===== config.mk =====
export PLATFORM = sky130hd
export DESIGN_NAME = seq_detect_ctrl
export DESIGN_NICKNAME = d
export VERILOG_FILES = /design/src/rtl/seq_detect_ctrl.sv
export SDC_FILE = /design/constraint.sdc
export NUM_CORES = 1
export LEC_CHECK = 0
export CORE_MARGIN = 2
export CORE_UTILIZATION = 40
export DETAILED_ROUTE_END_ITERATION = 16
export PLACE_DENSITY = 0.66
export RECOVER_POWER = 50
export REMOVE_ABC_BUFFERS = 1
export SYNTH_ARGS = -nofsm -noshare
export SYNTH_HDL_FRONTEND = slang
export SYNTH_SLANG_ARGS = --single-unit

===== constraint.sdc =====
create_clock -name clk -period 7.2 [get_ports clk]
set_clock_uncertainty 0.05 [all_clocks]
set_input_delay 1.44 -clock clk [delete_from_list [all_inputs] [get_ports clk]]
set_output_delay 1.44 -clock clk [all_outputs]
set_load 0.005 [all_outputs]

===== src/rtl/seq_detect_ctrl.sv =====
// Serial pattern detector that counts matches over a window of valid input bits.
// Overlapping or non-overlapping counting is selected by the latched configuration.
module seq_detect_ctrl #(
    parameter int PW = 8,
    parameter int CW = 8,
    parameter int WW = 16
) (
    input  logic          clk,
    input  logic          rst,
    input  logic          cfg_we,
    input  logic [PW-1:0] cfg_pattern,
    input  logic [3:0]    cfg_len,
    input  logic          cfg_overlap,
    input  logic          start,
    input  logic [WW-1:0] win_len,
    input  logic          din_valid,
    input  logic          din,
    output logic          busy,
    output logic          match,
    output logic [CW-1:0] match_count,
    output logic          done
);

    localparam int FW = $clog2(PW + 1);

    localparam logic [1:0] IDLE = 2'd0;
    localparam logic [1:0] RUN  = 2'd1;
    localparam logic [1:0] FIN  = 2'd2;

    logic [1:0]    state;
    logic [PW-1:0] pat;
    logic [3:0]    len;
    logic          ovl;
    logic [PW-1:0] hist;
    logic [FW-1:0] fill;
    logic [WW-1:0] bitcnt;
    logic [WW-1:0] winlen;

    logic [PW-1:0] hist_nxt;
    logic [FW-1:0] fill_inc;
    logic [WW-1:0] bit_nxt;
    logic          hit;
    logic          last;

    // Out-of-range lengths are folded into 1..PW when latched.
    function automatic logic [3:0] clamp_len(input logic [3:0] l);
        if (l == 4'd0)
            return 4'd1;
        else if (int'(l) > PW)
            return 4'(PW);
        else
            return l;
    endfunction

    function automatic logic [PW-1:0] len_mask(input logic [3:0] l);
        logic [PW-1:0] m;
        for (int i = 0; i < PW; i++)
            m[i] = (i < int'(l));
        return m;
    endfunction

    function automatic logic [CW-1:0] sat_inc(input logic [CW-1:0] c);
        if (&c)
            return c;
        else
            return c + CW'(1);
    endfunction

    always_comb begin
        hist_nxt = {hist[PW-2:0], din};
        fill_inc = (int'(fill) >= PW) ? fill : fill + FW'(1);
        bit_nxt  = bitcnt + WW'(1);
        hit      = (int'(fill_inc) >= int'(len)) &&
                   (((hist_nxt ^ pat) & len_mask(len)) == '0);
        last     = (bit_nxt == winlen);
    end

    always_ff @(posedge clk) begin
        if (rst) begin
            state       <= IDLE;
            pat         <= '0;
            len         <= 4'(PW);
            ovl         <= 1'b1;
            hist        <= '0;
            fill        <= '0;
            bitcnt      <= '0;
            winlen      <= '0;
            match       <= 1'b0;
            match_count <= '0;
        end else begin
            match <= 1'b0;
            case (state)
                IDLE: begin
                    if (cfg_we) begin
                        pat <= cfg_pattern;
                        len <= clamp_len(cfg_len);
                        ovl <= cfg_overlap;
                    end
                    if (start) begin
                        winlen      <= win_len;
                        hist        <= '0;
                        fill        <= '0;
                        bitcnt      <= '0;
                        match_count <= '0;
                        state       <= (win_len == '0) ? FIN : RUN;
                    end
                end
                RUN: begin
                    if (din_valid) begin
                        hist   <= hist_nxt;
                        bitcnt <= bit_nxt;
                        if (hit) begin
                            match       <= 1'b1;
                            match_count <= sat_inc(match_count);
                            // Non-overlapping mode demands a full set of fresh bits.
                            fill        <= ovl ? fill_inc : '0;
                        end else begin
                            fill <= fill_inc;
                        end
                        if (last)
                            state <= FIN;
                    end
                end
                FIN:     state <= IDLE;
                default: state <= IDLE;
            endcase
        end
    end

    assign busy = (state == RUN);
    assign done = (state == FIN);

endmodule


==> flow_summary.ini <==
; implementation run metrics
[cts]
cts.sinks = 67
clk_path_buf_depth = 2
hold_buffers = 0

[routing]
met2_length_um = 3929
drc = 0

[placement]
hpwl_um = 6083

[yosys]
synth-edff-count = 0
synth.avg_cell_area_um2 = 7.692
yosys.area_share.aoi_pct = 19.48

[power_and_ir_drop]
peakVddDrop_mv = 0.1226
pwr_density_cell_nw_per_um2 = 208.1
p_total_uw = 884.2
p_sw_share_pct = 26.11

[floorplan]
die_x_um = 98.06
fp_util_pct = 40.97

[run]
warnings = 27

[status]
status = finished, final reports clean

[sta]
fmax_ghz = 0.2544
rsz0062_at_grt = false

[critical_path]
path_class = input pin to flip-flop
worstSetupStartpoint = din_valid

[layout]
nClkBuffers = 12
largest_class = combinational gates
signal_buffers = 46
finalInstanceArea_um2 = 4249
layout_top_cell = nand2_1
clock_cell_area_share_pct = 5.359

[grt]
overflow = 0
### Register map, names as in the netlist

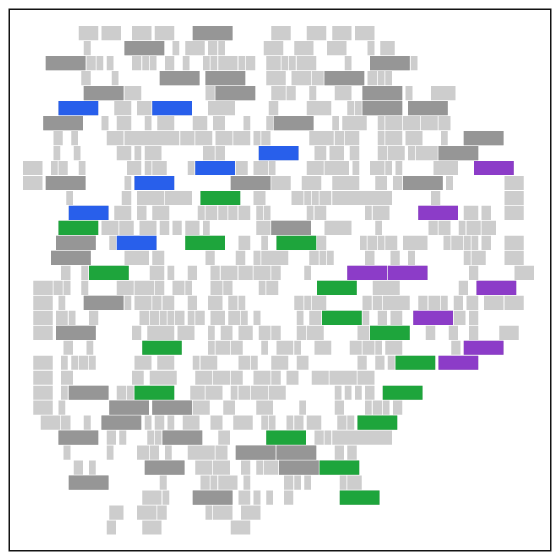
bitcnt -> green  # flops 16
hist -> blue  # flops 7
match_count -> purple  # flops 8, where east
not coloured = 36
FF/Latch Area: 1341 um^2
post-layout util: 49.20%
seq pwr: 400 uW
fraction of area in registers: 31.57%

### Signal wires by layer

Only two layers are drawn.
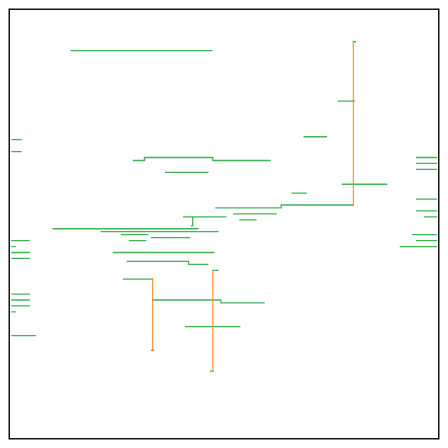
met3 -> green  # wire length 399 um
met4 -> orange  # wire length 76.8 um
DR vias: 3287
GRT Overall Usage: 17.76%
average wire per cell in the routed design: 14.02 um
detailed-route wire length: 8469 um

### Wires at chosen ports, followed through buffers

Bar = 20 um.
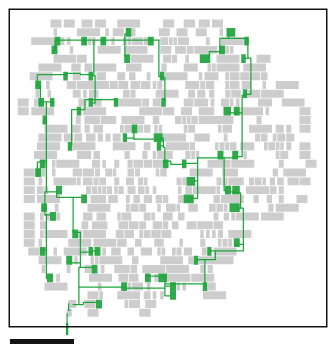
rst -> green  # direction input, end cells 63, buffers 2, wire 554 um

### M2 wires

Bar = 20 um.
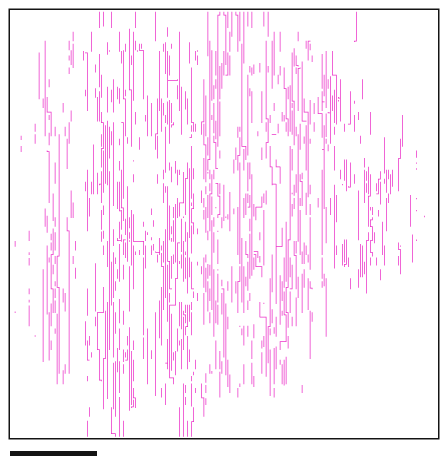
wire length on this layer = 3930 um
share of all routed wire = 46%
met2 Usage GRT: 28.13%

### Placed standard cells

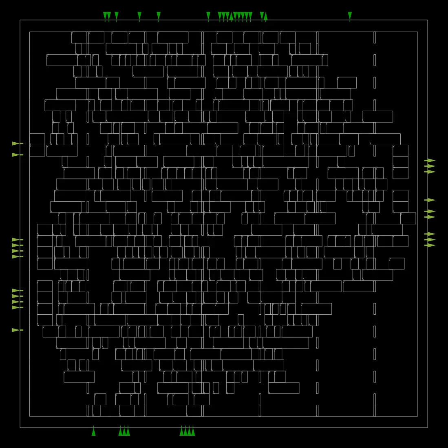
number of fill cells in the layout: 875
Tapcells: 108

Power is estimated from default activity; no workload was simulated.
